## src/rtl/accel_trap_integrator_pkg.sv

```systemverilog
// Shared types and constants for the multi-channel trapezoidal integrator.
// Holds op encodings, FSM state type and channel index width.
package accel_int_pkg;

  localparam int CH_IDX_W = 4;

  typedef enum logic [1:0] {
    OP_INTEGRATE = 2'b00,
    OP_CLEAR     = 2'b01,
    OP_READ_PREV = 2'b10,
    OP_CLEAR_ALL = 2'b11
  } op_e;

  typedef enum logic [1:0] {
    ST_IDLE = 2'b00,
    ST_CALC = 2'b01,
    ST_ACC  = 2'b10,
    ST_DONE = 2'b11
  } state_e;

endpackage

```

## src/rtl/accel_trap_integrator_sat_add.sv

```systemverilog
// Signed add of two IN_W operands at full width, clamped to a signed OUT_W range.
// sat flags that the clamp was applied.
module sat_add #(
  parameter int IN_W  = 49,
  parameter int OUT_W = 32
) (
  input  logic signed [IN_W-1:0]  a,
  input  logic signed [IN_W-1:0]  b,
  output logic signed [OUT_W-1:0] y,
  output logic                    sat
);

  localparam int SUM_W = IN_W + 1;
  localparam logic signed [SUM_W-1:0] MAX_V = {{(SUM_W-OUT_W+1){1'b0}}, {(OUT_W-1){1'b1}}};
  localparam logic signed [SUM_W-1:0] MIN_V = {{(SUM_W-OUT_W+1){1'b1}}, {(OUT_W-1){1'b0}}};

  logic signed [SUM_W-1:0] sum;

  always_comb begin
    sum = {a[IN_W-1], a} + {b[IN_W-1], b};
    y   = sum[OUT_W-1:0];
    sat = 1'b0;
    if (sum > MAX_V) begin
      y   = MAX_V[OUT_W-1:0];
      sat = 1'b1;
    end else if (sum < MIN_V) begin
      y   = MIN_V[OUT_W-1:0];
      sat = 1'b1;
    end
  end

endmodule

```

## src/rtl/accel_trap_integrator.sv

```systemverilog
// Multi-channel trapezoidal integrator custom-instruction slave:
// new_sum = old_sum + dt*(a_now + a_prev)/2, saturating, with per-channel priming.
module accel_trap_integrator
  import accel_int_pkg::*;
#(
  parameter int             DATA_W   = 32,
  parameter int             CHANNELS = 3,
  parameter int             DT_W     = 16,
  parameter logic [DT_W-1:0] DT_MULT = 1,
  parameter int             DT_SHIFT = 0
) (
  input  logic              clk,
  input  logic              reset,
  input  logic              clk_en,
  input  logic              start,
  input  logic [7:0]        n,
  input  logic [DATA_W-1:0] dataA,
  input  logic [DATA_W-1:0] dataB,
  output logic              done,
  output logic [DATA_W-1:0] result,
  output logic              overflow
);

  localparam int S_W = DATA_W + 1;
  localparam int P_W = DATA_W + DT_W + 1;

  state_e state_reg, state_next;
  logic   latch_en, calc_en, acc_en, done_set;

  op_e                        op_reg;
  logic [CH_IDX_W-1:0]        ch_reg;
  logic signed [DATA_W-1:0]   a_reg, b_reg;
  logic signed [P_W-1:0]      p_reg;
  logic signed [DATA_W-1:0]   sum_reg, result_reg;
  logic                       done_reg, overflow_reg;

  logic signed [DATA_W-1:0]   prev_vec [CHANNELS];
  logic [CHANNELS-1:0]        valid_vec;

  logic                       ch_ok, valid_sel;
  logic signed [DATA_W-1:0]   prev_sel;
  logic signed [S_W-1:0]      s_sum;
  logic signed [P_W-1:0]      p_next, inc, b_ext, dt_ext;
  logic signed [DATA_W-1:0]   sat_sum, acc_result;
  logic                       sat_hit, ovf_set, ch_write, ch_clear, clear_all;
  logic                       unused_n_bits;

  assign unused_n_bits = ^n[5:4];

  always_ff @(posedge clk or negedge reset) begin
    if (!reset) state_reg <= ST_IDLE;
    else        state_reg <= state_next;
  end

  always_comb begin
    state_next = state_reg;
    if (clk_en) begin
      case (state_reg)
        ST_IDLE: if (start) state_next = ST_CALC;
        ST_CALC: state_next = ST_ACC;
        ST_ACC:  state_next = ST_DONE;
        default: state_next = ST_IDLE;
      endcase
    end
  end

  always_comb begin
    latch_en = clk_en && (state_reg == ST_IDLE) && start;
    calc_en  = clk_en && (state_reg == ST_CALC);
    acc_en   = clk_en && (state_reg == ST_ACC);
    done_set = clk_en && (state_reg == ST_DONE);
  end

  // Widened compare so CHANNELS=16 does not wrap to zero.
  assign ch_ok = {1'b0, ch_reg} < (CH_IDX_W + 1)'(CHANNELS);

  always_comb begin
    prev_sel  = '0;
    valid_sel = 1'b0;
    for (int i = 0; i < CHANNELS; i++) begin
      if (ch_reg == CH_IDX_W'(i)) begin
        prev_sel  = prev_vec[i];
        valid_sel = valid_vec[i];
      end
    end
  end

  always_comb begin
    s_sum  = {a_reg[DATA_W-1], a_reg} + {prev_sel[DATA_W-1], prev_sel};
    dt_ext = $signed({{(P_W-DT_W){1'b0}}, DT_MULT});
    p_next = P_W'(s_sum) * dt_ext;
    inc    = p_reg >>> (DT_SHIFT + 1);
    b_ext  = P_W'(b_reg);
  end

  sat_add #(
    .IN_W  (P_W),
    .OUT_W (DATA_W)
  ) u_sat_add (
    .a   (b_ext),
    .b   (inc),
    .y   (sat_sum),
    .sat (sat_hit)
  );

  always_comb begin
    acc_result = '0;
    ovf_set    = 1'b0;
    ch_write   = 1'b0;
    ch_clear   = 1'b0;
    clear_all  = 1'b0;
    if (op_reg == OP_CLEAR_ALL) begin
      clear_all = 1'b1;
    end else if (ch_ok) begin
      case (op_reg)
        OP_INTEGRATE: begin
          ch_write   = 1'b1;
          acc_result = valid_sel ? sat_sum : b_reg;
          ovf_set    = valid_sel && sat_hit;
        end
        OP_CLEAR:     ch_clear   = 1'b1;
        OP_READ_PREV: acc_result = prev_sel;
        default:      acc_result = '0;
      endcase
    end
  end

  always_ff @(posedge clk or negedge reset) begin
    if (!reset) begin
      op_reg       <= OP_INTEGRATE;
      ch_reg       <= '0;
      a_reg        <= '0;
      b_reg        <= '0;
      p_reg        <= '0;
      sum_reg      <= '0;
      result_reg   <= '0;
      done_reg     <= 1'b0;
      overflow_reg <= 1'b0;
    end else begin
      if (latch_en) begin
        op_reg <= op_e'(n[7:6]);
        ch_reg <= n[3:0];
        a_reg  <= dataA;
        b_reg  <= dataB;
      end
      if (calc_en) p_reg <= p_next;
      if (acc_en) begin
        sum_reg <= acc_result;
        if (clear_all)    overflow_reg <= 1'b0;
        else if (ovf_set) overflow_reg <= 1'b1;
      end
      if (done_set) result_reg <= sum_reg;
      if (clk_en)   done_reg   <= done_set;
    end
  end

  // Channel state stays in flops so reset and CLEAR_ALL can wipe it in one edge.
  for (genvar gi = 0; gi < CHANNELS; gi++) begin : g_ch
    logic signed [DATA_W-1:0] ch_prev_reg;
    logic                     ch_valid_reg;
    logic                     ch_hit;

    assign ch_hit = (ch_reg == CH_IDX_W'(gi));

    always_ff @(posedge clk or negedge reset) begin
      if (!reset) begin
        ch_prev_reg  <= '0;
        ch_valid_reg <= 1'b0;
      end else if (acc_en) begin
        if (clear_all || (ch_clear && ch_hit)) begin
          ch_prev_reg  <= '0;
          ch_valid_reg <= 1'b0;
        end else if (ch_write && ch_hit) begin
          ch_prev_reg  <= a_reg;
          ch_valid_reg <= 1'b1;
        end
      end
    end

    assign prev_vec[gi]  = ch_prev_reg;
    assign valid_vec[gi] = ch_valid_reg;
  end

  assign done     = done_reg;
  assign result   = result_reg;
  assign overflow = overflow_reg;

endmodule
```

## config.mk

```make
export PLATFORM = sky130hd
export DESIGN_NAME = accel_trap_integrator
export DESIGN_NICKNAME = d
export VERILOG_FILES = /design/src/rtl/accel_trap_integrator_pkg.sv /design/src/rtl/accel_trap_integrator_sat_add.sv /design/src/rtl/accel_trap_integrator.sv
export SDC_FILE = /design/constraint.sdc
export NUM_CORES = 1
export LEC_CHECK = 0
export CORE_UTILIZATION = 45
export DETAILED_ROUTE_END_ITERATION = 10
export PLACE_DENSITY = 0.75
export RECOVER_POWER = 25
export SLEW_MARGIN = 10
export SYNTH_ARGS = -nofsm -noshare
export SYNTH_HDL_FRONTEND = slang
export SYNTH_SLANG_ARGS = --single-unit
```

## constraint.sdc

```tcl
create_clock -name clk -period 3.75 [get_ports clk]
set_input_delay 0.75 -clock clk [delete_from_list [all_inputs] [get_ports clk]]
set_output_delay 0.75 -clock clk [all_outputs]
set_load 0.005 [all_outputs]
```

**Run 1: clock wires, drivers and flops**

The bar under the picture is 50 microns long.
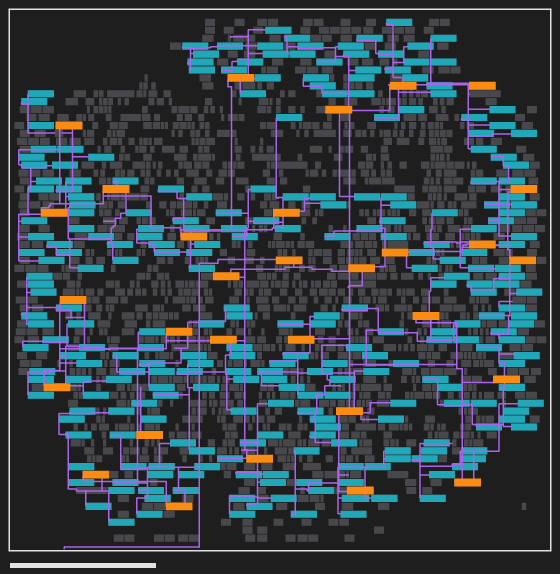
Key: cyan = flip-flops [count 269]; purple = clock wires [length 3,550 microns]; orange = cells driving clock nets [count 30]
Position of the flops: spread over the die. There are 31 routed clock nets.

**Run 1: register map, names as in the netlist**

Other sequential cells in the stronger gray, the rest of the logic in the fainter gray.
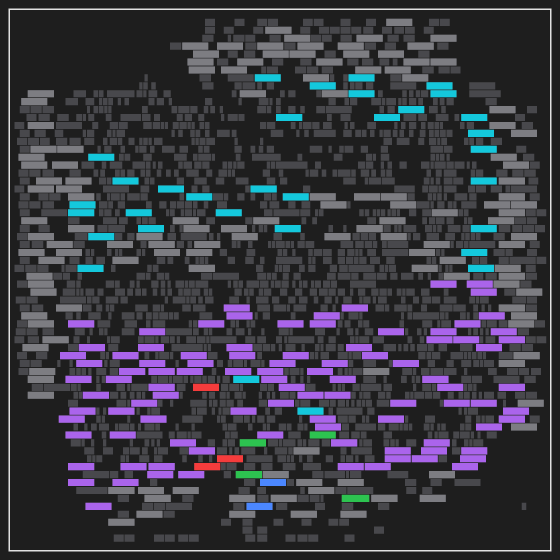
Key: blue = op_reg [sequential cells 2]; red = g_ch.ch_valid_reg [sequential cells 3]; green = ch_reg [sequential cells 4, where bottom middle]; purple = g_ch.ch_prev_reg [sequential cells 96]; cyan = sum_reg [sequential cells 32]
Another 132 sequential cells are not colored.

==> Table 3: Implementation characteristics, run 1 <==
Summary of implementation characteristics

Parameter                              Value

Floorplanning
  Number of I/O pins .................. 110
  Height of the die .................. 185.1 microns
  Width of the die .................. ~190 microns
  Area of the core .................. 32,780 sq um
  Core Density at Floorplan .................. 46.02%
  Placement Rows .................. 66
  Area enclosed by the die boundary .................. 34,270 sq um

GRT
  Maximum number of pins on one net before global-route repair .................. about 98
  Global-route wire length before repair .................. just under 70,000 microns
  Number of antenna violations at the first check in global routing .................. 0
  All-layer global routing usage .................. 25.39%
  Gr ovfl total .................. 0
  Number of global-route vias before repair .................. 12,240

Detailed routing
  First-pass iteration count of the detailed router .................. 5
  Final routed wire length divided by cell count .................. 20.22 microns
  Count of routing violations after the opening detailed-route iteration .................. 1,110
  Vias per Instance .................. just under 6
  Remaining routing DRC violations .................. 0
  Post-route antenna net violation count .................. 0

Clock network
  Number of H-tree levels .................. 1
  Worst-skew pair later-pin latency .................. 560 ps
  Deepest clock path buffer count .................. 3
  Number of hold buffers added after CTS .................. 0
  TritonCTS clock tree .................. yes
  CTS buffer count .................. 30
  Clk sink count .................. between 200 and 300
  Quantity of gates resized following cts .................. 0
  Clock Tree Root .................. clkbuf_16
  Worst-path clk slew .................. approximately 60 ps
  Number of buffers inserted to repair setup after CTS .................. 0

Synthesis
  Yosys stat cell total .................. 1,511
  Number of synthesized register bits .................. 269
  Top cells by area .................. dfrtp_1, mux2_2, ha_1
  Mapped Nets .................. 1,656
  Warnings, synthesis .................. 0
  Synth async-reset ratio .................. 100.0%
  Post-synthesis chip area from yosys .................. about 15,000 sq um
  Number of flops mapped to enable cells by yosys .................. 0
  Cell Type Count .................. just over 80
  Share of the synthesized area in the top cell type .................. 44.61%
  Post-Synthesis Mean Instance Area .................. 9.986 sq um
  Commonest register cell after synthesis .................. dfrtp_1
  Cell type with the largest total area after synthesis .................. dfrtp_1
  Sequential cell area fraction in the yosys report .................. 44.61%
  Synthesized netlist cell count .................. 1,511
  Cell Area, Synth .................. 15,090 sq um

Job
  Tool warning count .................. 33
  # Max-Cap Violations .................. 1

Placement
  HPWL after detailed placement .................. roughly 31,000 microns
  Placed cell count .................. 2,050
  Routability congestion estimate from global placement .................. approximately 0.95
  Placed standard-cell area .................. 17,050 sq um
  # port buffers .................. 107
  Post-placement worst setup slack .................. about 35 ps

Worst setup path
  Kind of critical path .................. reg2reg
  Required @ worst endpoint .................. 4190 ps
  Startpoint Class .................. flop
  Largest fanout on the critical path .................. 10
  Critical path data arrival time .................. 4080 ps
  Setup crit end kind .................. flop

STA
  Share of the clock period used by the worst path .................. 97.10%
  Max frequency .................. about 270 MHz
  Sum Neg Setup Slack .................. 0 ps
  Clock skew .................. around 16 ps
  Final hold slack .................. 476.9 ps
  Hold violation total from the final report .................. 0
  Number of failing setup endpoints in the final timing report .................. 0
  Max-slew violations .................. ~98
  Post-route worst setup slack .................. 108.9 ps
  Time the final worst path needs with I/O delays and setup .................. 3641 ps
  RSZ-0062 raised after global routing .................. yes
  Tightest slew margin relative to the limit .................. -67.41%
  Slew of the pin with the lowest slew margin .................. 2511 ps

Pwr
  Peak VDD IR .................. 0.5519 mV
  Pwr Total .................. between 15 and 20 mW
  Leak pwr .................. 8.040 nW
  Pwr Density .................. between 900 and 1000 nW/um^2

Layout
  Area grow syn2layout .................. 19.86%
  Layout cells sized above 1 .................. 15.50%
  Final Instance Area .................. 18,080 sq um
  Number of antenna cells inserted .................. 0
  Layout Cells excl Fill .................. between 2,000 and 2,500
  Max FFs per register .................. approximately 96
  Core occupancy in the finished layout .................. 55.16%
  Final net count .................. 1,785

Run status
  Status .................. finished, violations left
  Failing checks .................. max-capacitance violations, max-slew violations

Worst hold path
  Worst min path class .................. reg2reg
**Run 1: the metal 4 layer**

Supply wires on this layer in gray.
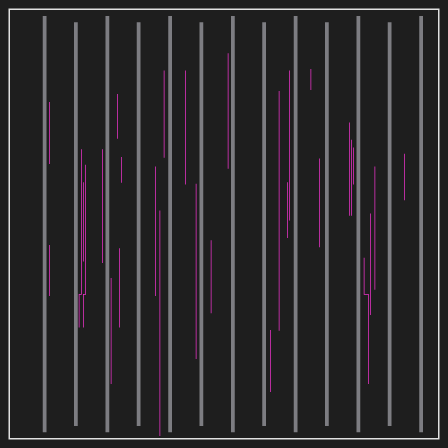
The wires run mostly vertical. 20 nets have wire on it. The longest straight run is 103 microns.
via total after detailed routing: 12,260
overall routed net length: 42,580 microns

==> run 1: power by group <==
part | switching, mW | internal [mW]
registers | 1.11 | 4.06
logic | 5.02 | 3.90
clock network | 1.23 | 1.87
total | 7.36 | 9.84
==> run 1: placed cells by master, fill, tap and decap left out, types with 7 or more instances in the layout <==
cell type and n:
or3_1 8, clkbuf_16 31, nand2b_1 37, nand4_1 8, o21ai_1 15, and3_1 7, ha_1 67, mux2_2 104
nand3_1 13, o21a_1 13, o21bai_1 7, and2_1 10, dfrtp_1 268, a211oi_1 13, buf_4 58, xnor2_1 28
a21o_1 17, xor2_1 19, clkdlybuf4s50_1 106, a21oi_1 113, a221o_1 8, inv_1 57, o21ai_0 138, buf_12 7
nor2_2 9, nand2_1 113, maj3_1 8, nor3_1 11, a22oi_1 25, clkbuf_1 7, a22o_1 37, o211ai_1 10
mux2i_1 67, nor2_1 108
==> run 1: final timing paths <==
kind | depth (start not counted) | slack [ps] | startpoint | endpoint
max in group asynchronous | 2 | 700 | reset | b_reg[23]
setup reg to reg | 14 | 110 | ch_reg[1] | p_reg[26]
hold reg to reg | 2 | 480 | g_ch[0].ch_prev_reg[3] | g_ch[0].ch_prev_reg[3]
setup / recovery | 14 | 110 | ch_reg[1] | p_reg[26]
hold / removal | 2 | 480 | g_ch[0].ch_prev_reg[3] | g_ch[0].ch_prev_reg[3]
min in group asynchronous | 1 | 950 | reset | a_reg[5]
==> run 1: cell usage after synthesis, types with 4 or more instances <==
cell type,n
dfrtp_1,269
o21ai_0,140
a21oi_1,115
nor2_1,115
nand2_1,113
mux2_2,104
ha_1,67
mux2i_1,67
inv_1,57
clkbuf_1,55
a22o_1,37
nand2b_1,37
xnor2_1,28
a22oi_1,25
xor2_1,19
a21o_1,17
nand3_1,15
a211oi_1,13
o21a_1,13
o21ai_1,13
nor3_1,12
and2_1,10
o211ai_1,10
buf_1,9
buf_2,9
a221o_1,8
maj3_1,8
nand4_1,8
or3_1,8
and3_1,7
nor2b_1,7
o21bai_1,7
a31oi_1,6
a221oi_1,5
o2111ai_1,5
a21boi_0,4
nor4_1,4
==> run 1: worst max-delay path: stages (launching register included) <==
cell and delay [ps]:
dfrtp_2 470, nor2b_2 220, buf_4 220, a21oi_1 90
nor2_1 220, ha_1 330, and3_1 240, a221o_1 380
a21oi_2 260, o211ai_1 180, a211oi_1 360, o21bai_1 120
a21oi_1 170, xor2_1 170, o21ai_0 90
==> run 1: cells by family (layout without fill, tap and decap cells) <==
kind of cell	Yosys count	after routing	share of synthesized area (%)
AND-OR/OR-AND	456	456	19.50
AND/OR/NAND/NOR	356	356	10.96
adder cells (fa/ha/maj)	77	77	6.352
XOR/XNOR	47	47	2.728
multiplexers	171	171	12.21
flip-flops	269	269	44.61
buffers and inverters	135	288	3.640
==> run 1: layer usage <==
layer | wire length, microns | track usage (%)
met5 | 0 | 0
met4 | 1311 | 8.132
met3 | 1839 | 2.595
met2 | 20650 | 43.61
met1 | 18770 | 33.56
==> run 1: area by class of cell <==
cell class              instances  area (sq um)
fillers                      2902         14700
multi-input cells            1107          7874
inverters                      57         214.0
clock buffers                  41         853.3
well taps                     442         553.0
repair buffers                175          1660
flip-flops and latches        269          6733
clock inverters                15         197.7
--- run 2 (diff from run 1) ---
REMOVE_ABC_BUFFERS = 1   (was not set)
**Run 2: clock wires, drivers and flops**

The bar under the picture is 50 microns long.
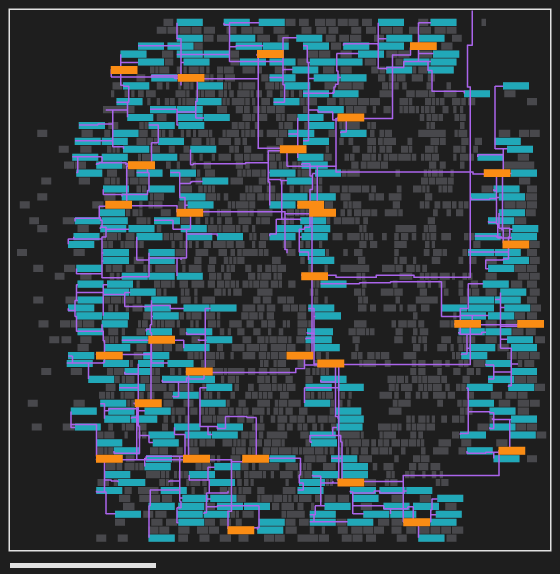
Key: purple = clock wires [length 3,320 microns]; orange = cells driving clock nets [count 29]; cyan = flip-flops [count 269]
Position of the flops: spread over the die.

**Run 2: register map, names as in the netlist**

Other sequential cells in the stronger gray, the rest of the logic in the fainter gray.
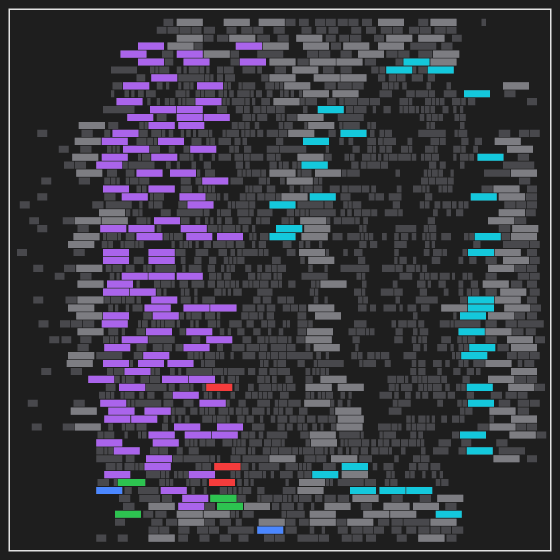
power in sequential cells: 5.12 mW
Sequential cell area: 6733 sq um
core occupancy in the finished layout: 54.79%
fraction of area in registers: 37.49%

==> run 2 against run 1 <==
Compared with the run above:
- the flow still finishes with violations (max-capacitance violations, max-slew violations)
- hold slack better by 1.5 ps
- clock skew is 1.1 ps higher
- first-iteration DRC count down 21%
- largest power group unchanged
- critical path type unchanged
- global-route usage shrank 2.0 points
- worst setup slack improved by 38 ps
- sequential share of layout area increased by 0.26 points
- core utilization down 0.38 points
- total power is 2.9% lower
- routed wire length shrank 6.6%
- die size stayed put
- maximum frequency increased by 1.1%
- combinational power shrank 1%
==> Table 3: Implementation characteristics, run 2 <==
Summary of implementation characteristics

Parameter                              Value

STA
  Time the final worst path needs with I/O delays and setup .................. 3603 ps (-38.42 ps)
  Max-slew violations .................. 80 (-18%)
  RSZ-0062 raised after global routing .................. yes
  Tightest slew margin relative to the limit .................. -38.45% (+29 points)
  Slew of the pin with the lowest slew margin .................. 2077 ps (-434.4 ps)
  Hold violation total from the final report .................. 0 (unchanged)

GRT
  Number of antenna violations at the first check in global routing .................. 0 (unchanged)
  All-layer global routing usage .................. 23.40% (-2.0 points)
  Maximum number of pins on one net before global-route repair .................. 81 (-17%)
  Global-route wire length before repair .................. 63,060 microns (-6.6%)
  Gr ovfl total .................. 0 (unchanged)

Detailed routing
  First-pass iteration count of the detailed router .................. 5 (unchanged)
  Overall routed net length .................. 39,750 microns (-6.6%)
  Remaining routing DRC violations .................. 0 (unchanged)
  Post-route antenna net violation count .................. 0 (unchanged)
  Final routed wire length divided by cell count .................. 18.95 microns (-6.2%)
  Count of routing violations after the opening detailed-route iteration .................. 874 (-21%)

Clock network
  Deepest clock path buffer count .................. 3 (unchanged)
  CTS buffer count .................. 29 (-3.3%)
  Worst-skew pair later-pin latency .................. 560 ps (about the same)
  Number of hold buffers added after CTS .................. 0 (unchanged)
  TritonCTS clock tree .................. yes
  Worst-path clk slew .................. 60 ps (about the same)
  Clock Tree Root .................. clkbuf_16
  Number of H-tree levels .................. 1 (unchanged)

Pwr
  Cell-internal power .................. 9.551 mW (-2.9%)
  Combinational power share .................. 52.7% (+0.8 points)
  Reported net switching power .................. 7.155 mW (-2.8%)
  Fraction of power spent switching nets .................. 42.83% (about the same)
  Pwr Density .................. 930.2 nW/um^2 (-2.2%)
  Leak pwr .................. 7.966 nW (-0.92%)

Run status
  Status .................. finished, violations left
  Failing checks .................. max-capacitance violations, max-slew violations

Floorplanning
  Area enclosed by the die boundary .................. 34,270 sq um (unchanged)
  Width of the die .................. 185.1 microns (unchanged)
  Number of I/O pins .................. 110 (unchanged)
  Core Density at Floorplan .................. 46.02% (unchanged)
  Area of the core .................. 32,780 sq um (unchanged)

Synthesis
  Warnings, synthesis .................. 0 (unchanged)
  Share of the synthesized area in the top cell type .................. 44.61% (unchanged)
  Yosys stat cell total .................. 1,511 (unchanged)
  Most common cell in the netlist .................. dfrtp_1
  Most numerous cell types in the synthesized netlist .................. dfrtp_1, o21ai_0, a21oi_1, nor2_1, nand2_1
  Post-synthesis chip area from yosys .................. 15,090 sq um (unchanged)
  Synth async-reset ratio .................. 100.0% (unchanged)
  Synthesized netlist cell count .................. 1,511 (unchanged)
  Cell Type Count .................. 82 (unchanged)
  Sequential cell area fraction in the yosys report .................. 44.61% (unchanged)
  Cell Area, Synth .................. 15,090 sq um (unchanged)
  Cell type with the largest total area after synthesis .................. dfrtp_1

Layout
  Layout cells sized above 1 .................. 15.41% (-0.097 points)
  Max FFs per register .................. 96 (unchanged)
  Area grow syn2layout .................. 19.04%
  Leading cell types in the layout, fill and taps excluded .................. dfrtp_1, o21ai_0, nand2_1
  Layout Cells excl Fill .................. 2,097 (-0.43%)
  Final net count .................. 1,779 (-0.34%)

Worst setup path
  Cells traversed along the worst timing path .................. nor2b_4 > buf_4 > a21oi_1 > nor2_1 > ha_1 > o21ai_1 > a221oi_2 > a21oi_2 > o211ai_1 > nand2_1 > o2111ai_1 > a31oi_1 > xor2_1 > o21ai_0
  Worst setup path start .................. ch_reg[0]
  Largest fanout on the critical path .................. 16 (+6)
  Highest-delay cell along the critical path .................. dfrtp_1
  Required @ worst endpoint .................. 4220 ps (+30 ps)
  Worst reg2reg path startpoint .................. ch_reg[0]
  Startpoint Class .................. flop
  Crit path largest cell delay .................. 400 ps (-70 ps)
  Kind of critical path .................. reg2reg

Worst hold path
  Hold Crit Start .................. g_ch[0].ch_prev_reg[17]

Placement
  # port buffers .................. 107 (unchanged)
  Routability congestion estimate from global placement .................. 0.9622 (+0.80%)

Job
  Tool warning count .................. 31 (-6.1%)
  # Max-Cap Violations .................. 1 (unchanged)
[run 2: repair_timing]
item | in CTS | in global routing
hold endpoints to repair | 0 | 0
setup endpoints to repair | 0 | 13
resized | 0 | 19
setup buffers | 0 | 2
[run 2: routing by layer]
metal  track usage (%)  vias up  share of wire [%]
met3             2.595       52                4.9
met4             5.719        0                1.9
met1             33.51     5822                 47
li1                  -     5708                  -
met2             37.76      308                 46
met5                 0        -                  0
[run 2: per-stage QoR]
stage / TNS (ps) / worst slack [ps] / total power [mW] / cell area [sq um]
global route: -255.8 / -96.27 / 17.89 / 17960
finish: 0 / 147.4 / 16.71 / 17960
CTS: 0 / 8.452 / 16.63 / 17900
detailed placement: 0 / 31.69 / 13.77 / 16980
global placement: 0 / 76.38 / 13.61 / 16980
floorplan: -36640 / -1068 / 10.73 / 14750
[run 2: worst paths after layout]
path                            cells after the start  slack [ps]                      end
worst min register to register                      2         480  g_ch[0].ch_prev_reg[17]
worst max register to register                     14         150                p_reg[30]
worst max-delay path                               14         150                p_reg[30]
max in group asynchronous                           2         650                 a_reg[5]
worst min-delay path                                2         480  g_ch[0].ch_prev_reg[17]
min in group asynchronous                           1         790                b_reg[29]
[run 2: cell type report]
class                      count  area [sq um]
clock inverter                14         140.1
multi-input combinational   1107          7914
timing repair buffer         170          1628
clock buffer                  38         779.5
sequential                   269          6733
fill                        2842         14820
inverter                      57         214.0
tap                          442         553.0
[run 2: critical path, delay by kind of cell, from the launching register on]
kind	cells	cell delay, ps
fa+ha+maj	1	270
flops	1	400
xor+xnor	1	150
compound gates	8	1600
buf+inv	1	280
simple gates	3	820
[run 2: kinds of logic (layout without fill, tap and decap cells)]
family	count (synthesis)	after routing	share of synthesized area [%]
AND-OR/OR-AND	456	456	19.50
AND/OR/NAND/NOR	356	356	10.96
flip-flops	269	269	44.61
multiplexers	171	171	12.21
buffers and inverters	135	279	3.640
adder cells (fa/ha/maj)	77	77	6.352
XOR/XNOR	47	47	2.728
[run 2: power groups by stage]
stage / combinational [mW] / sequential, mW / clock (mW)
6_report: 8.81 / 5.12 / 2.78
3_5_place_dp: 8.63 / 5.14 / 0
2_1_floorplan: 5.91 / 4.82 / 0
3_3_place_gp: 8.52 / 5.09 / 0
4_1_cts: 8.70 / 5.10 / 2.83
5_1_grt: 9.69 / 5.25 / 2.95
--- run 3 (diff from run 2) ---
CELL_PAD_IN_SITES_DETAIL_PLACEMENT = 1   (was not set)
CELL_PAD_IN_SITES_GLOBAL_PLACEMENT = 1   (was not set)
CORE_UTILIZATION = 42   (was 45)
CTS_CLUSTER_DIAMETER = 30   (was not set)
PLACE_DENSITY = 0.85   (was 0.75)
**Run 3: cells by drive strength**

The bar under the picture is 50 microns long.
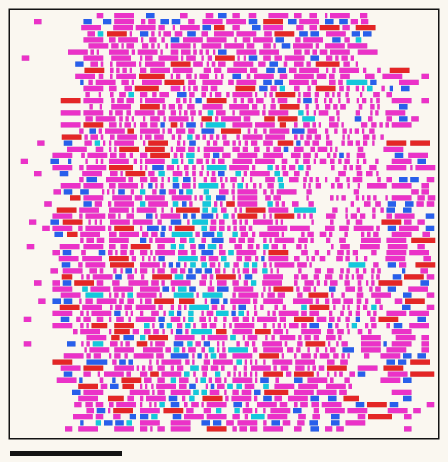
Key: magenta = drive 1 or less [cells 1,342, share 77%]; cyan = drive 3 to 4 [cells 106, share 6.1%]; red = drive 6 and up [cells 103, share 5.9%]; blue = drive 2 [cells 191, share 11%]

**Run 3: register map, names as in the netlist**

Other sequential cells in the stronger gray, the rest of the logic in the fainter gray.
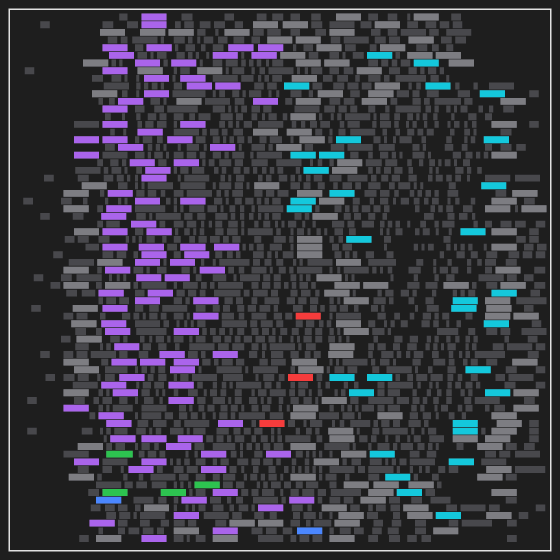
Key: cyan = sum_reg [sequential cells 32]; green = ch_reg [sequential cells 4, where bottom left]; purple = g_ch.ch_prev_reg [sequential cells 96, where a vertical strip on the left]; red = g_ch.ch_valid_reg [sequential cells 3]; blue = op_reg [sequential cells 2]

==> run 3 against run 2 <==
Compared with the run above:
- the flow finishes with violations (max-capacitance violations, max-slew violations, negative setup slack)
- routed wire length grew 52%
- non-clock buffer count rose by 23
- first-iteration DRC count up 55%
- maximum frequency fell by 8.7%
- synthesized cell count unchanged
- clock skew increased by 15 ps
- register-to-register slack got worse by 350 ps
- synthesized area unchanged
- critical endpoint unchanged
- via count is 16% higher
- sequential power rose by 5.5%
- die size up 7.1%
==> Table 3: Implementation characteristics, run 3 <==
Summary of implementation characteristics

Parameter                              Value

Layout
  Fill cell count .................. 3,738 (+32%)
  Area grow syn2layout .................. 32.19%
  Final Instance Area .................. 19,950 sq um (+11%)
  Core occupancy in the finished layout .................. 56.21% (+1.4 points)
  Max FFs per register .................. 96 (unchanged)
  Layout cells sized above 1 .................. 22.96% (+7.6 points)
  Layout Cells excl Fill .................. 2,203 (+5.1%)

Placement
  # port buffers .................. 107 (unchanged)
  Post-placement worst setup slack .................. -50.60 ps (-82.29 ps)

Floorplanning
  Width of the die .................. 191.5 microns (+3.5%)
  Number of I/O pins .................. 110 (unchanged)
  Core Density at Floorplan .................. 42.52% (-3.5 points)

Synthesis
  Synthesized netlist cell count .................. 1,511 (unchanged)
  MUX share of area .................. 12.21% (unchanged)
  Arithmetic-cell share of the synthesized area counting full adders, half adders and majority gates .................. 6.352% (unchanged)
  Dominant combinational family .................. AND-OR/OR-AND gates
  Most common cell in the netlist .................. dfrtp_1
  Cell Area, Synth .................. 15,090 sq um (unchanged)
  Sequential cell area fraction in the yosys report .................. 44.61% (unchanged)
  Most numerous cell types in the synthesized netlist .................. dfrtp_1, o21ai_0, a21oi_1, nor2_1, nand2_1
  Cell Type Count .................. 82 (unchanged)
  Compound-gate portion of the synthesized area .................. 19.50% (unchanged)
  Warnings, synthesis .................. 0 (unchanged)
  Yosys stat cell total .................. 1,511 (unchanged)
  Xor/xnor cell area share of the yosys netlist .................. 2.728% (unchanged)

Worst setup path
  Reg-to-reg critical path endpoint .................. p_reg[30]
  Register-to-register setup slack .................. -200 ps (-350 ps)
  Worst Reg2Reg Path Length in Cells .................. 16 (+2)
  Worst reg2reg path startpoint .................. ch_reg[1]
  WP depth .................. 16 (+2)
  Required @ worst endpoint .................. 4180 ps (-40 ps)
  Cell class contributing the biggest share of worst-path delay .................. AND-OR/OR-AND gates

STA
  Time the final worst path needs with I/O delays and setup .................. 3948 ps (+345.4 ps)
  Hold violation total from the final report .................. 0 (unchanged)
  RSZ-0062 raised after global routing .................. yes
  Number of failing setup endpoints in the final timing report .................. 9
  Max-slew violations .................. 91 (+14%)
  Post-route worst setup slack .................. -198.0 ps (-345.4 ps)

GRT
  Maximum number of pins on one net before global-route repair .................. 92 (+14%)
  All-layer global routing usage .................. 29.91% (+6.5 points)
  Global-route wire length before repair .................. 83,890 microns (+33%)

Clock network
  Worst-path clk slew .................. 50 ps (about the same)
  CTS buffer count .................. 66 (+130%)
  Deepest clock path buffer count .................. 3 (unchanged)
  Number of hold buffers added after CTS .................. 0 (unchanged)
  Number of H-tree levels .................. 3 (+2)
  TritonCTS clock tree .................. yes

Detailed routing
  First-pass iteration count of the detailed router .................. 5 (unchanged)
  Overall routed net length .................. 60,310 microns (+52%)
  Post-route antenna net violation count .................. 0 (unchanged)
  Remaining routing DRC violations .................. 0 (unchanged)
  Final routed wire length divided by cell count .................. 27.38 microns (+44%)

Run status
  Status .................. finished, violations left
  Failing checks .................. max-capacitance violations, max-slew violations, negative setup slack

Pwr
  Pwr Density .................. 1099 nW/um^2 (+18%)
  Pwr Total .................. 21.93 mW (+31%)
  Leak pwr .................. 8.810 nW (+11%)

Worst hold path
  Hold Crit Start .................. g_ch[0].ch_prev_reg[27]
  Sink of the worst hold path .................. g_ch[0].ch_prev_reg[27]
  Number of cells on the worst hold path .................. 2 (unchanged)

Job
  # Max-Cap Violations .................. 1 (unchanged)
  Tool warning count .................. 31 (unchanged)
==> run 3: cell counts after synthesis <==
Identical to the previous run, type by type.
==> run 3: repair_timing <==
action / CTS / global route
endpoints found under the setup margin: 9 / 17
setup buffers: 3 / 21
cloned: 1 / 1
pin swaps: 5 / 31
resized: 15 / 90
==> run 3: metal layers <==
layer / GRT usage, % / wire length, microns
met1: 36.59 / 23590
met5: 0 / 14
met4: 12.88 / 3014
met2: 50.85 / 29390
met3: 6.132 / 4298
==> run 3: power breakdown <==
part / total [mW] / switching (mW) / internal, mW / leakage (nW)
Combinational: 10.5 / 6.18 / 4.32 / 4.25
Sequential: 5.40 / 1.32 / 4.08 / 3.44
Clock: 6.02 / 1.84 / 4.17 / 1.12
==> run 3: area by class of cell <==
class                   count  area, sq um  share of cell area [%]
clock inverters            27        410.4                   2.058
repair buffers            193         1861                   9.328
flip-flops and latches    269         6733                   33.76
clock buffers              89         1882                   9.435
inverters                  57        214.0                   1.073
well taps                 461        576.8                   2.892
multi-input cells        1107         8269                   41.46
==> run 3: worst max-delay path by stage <==
| stage | start | to |
|---|---|---|
| floorplan | ch_reg[1] | p_reg[26] |
| global placement | ch_reg[1] | p_reg[26] |
| detailed placement | ch_reg[1] | p_reg[26] |
| CTS | ch_reg[1] | p_reg[30] |
| global route | ch_reg[1] | p_reg[19] |
| finish | ch_reg[1] | p_reg[30] |
==> run 3: kinds of logic after synthesis <==
kind of cell / after synthesis
simple gates: 356
xor+xnor: 47
flops: 269
buf+inv: 135
compound gates: 456
mux: 171
fa+ha+maj: 77
==> run 3: tightest hold or removal path: cells and delay by family (launching register included) <==
family,cells,cell delay (ps)
AND/OR/NAND/NOR,1,50
AND-OR/OR-AND,1,60
flip-flops,1,340

==> gallery <==
The clock network.
panel A
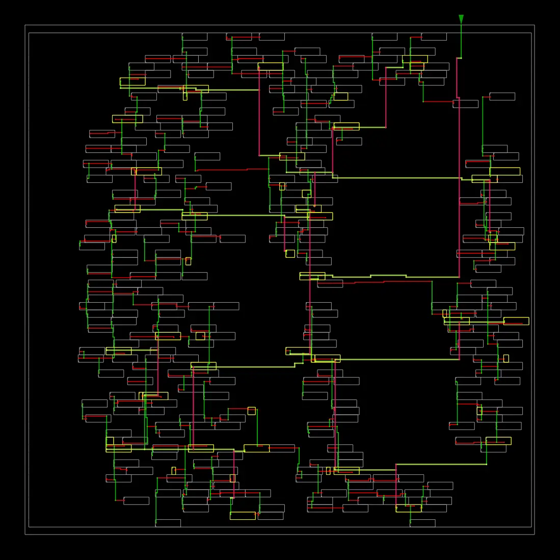
panel B
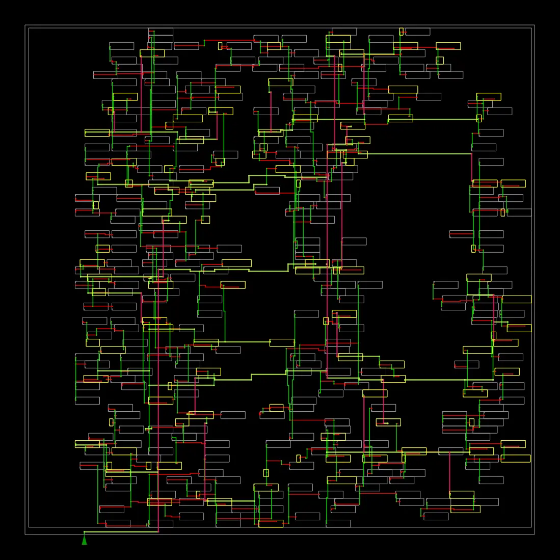
panel C
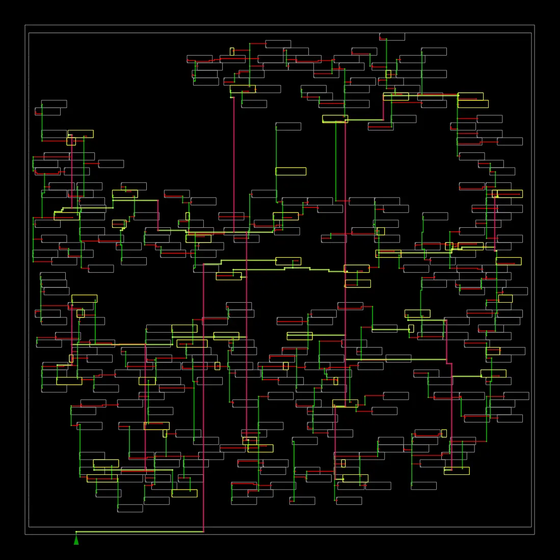
Run 2 is panel A.
Run 1 is panel C.
Run 3 is panel B.
The one with the most clock buffers is panel B.

Power and IR drop assume default switching activity.
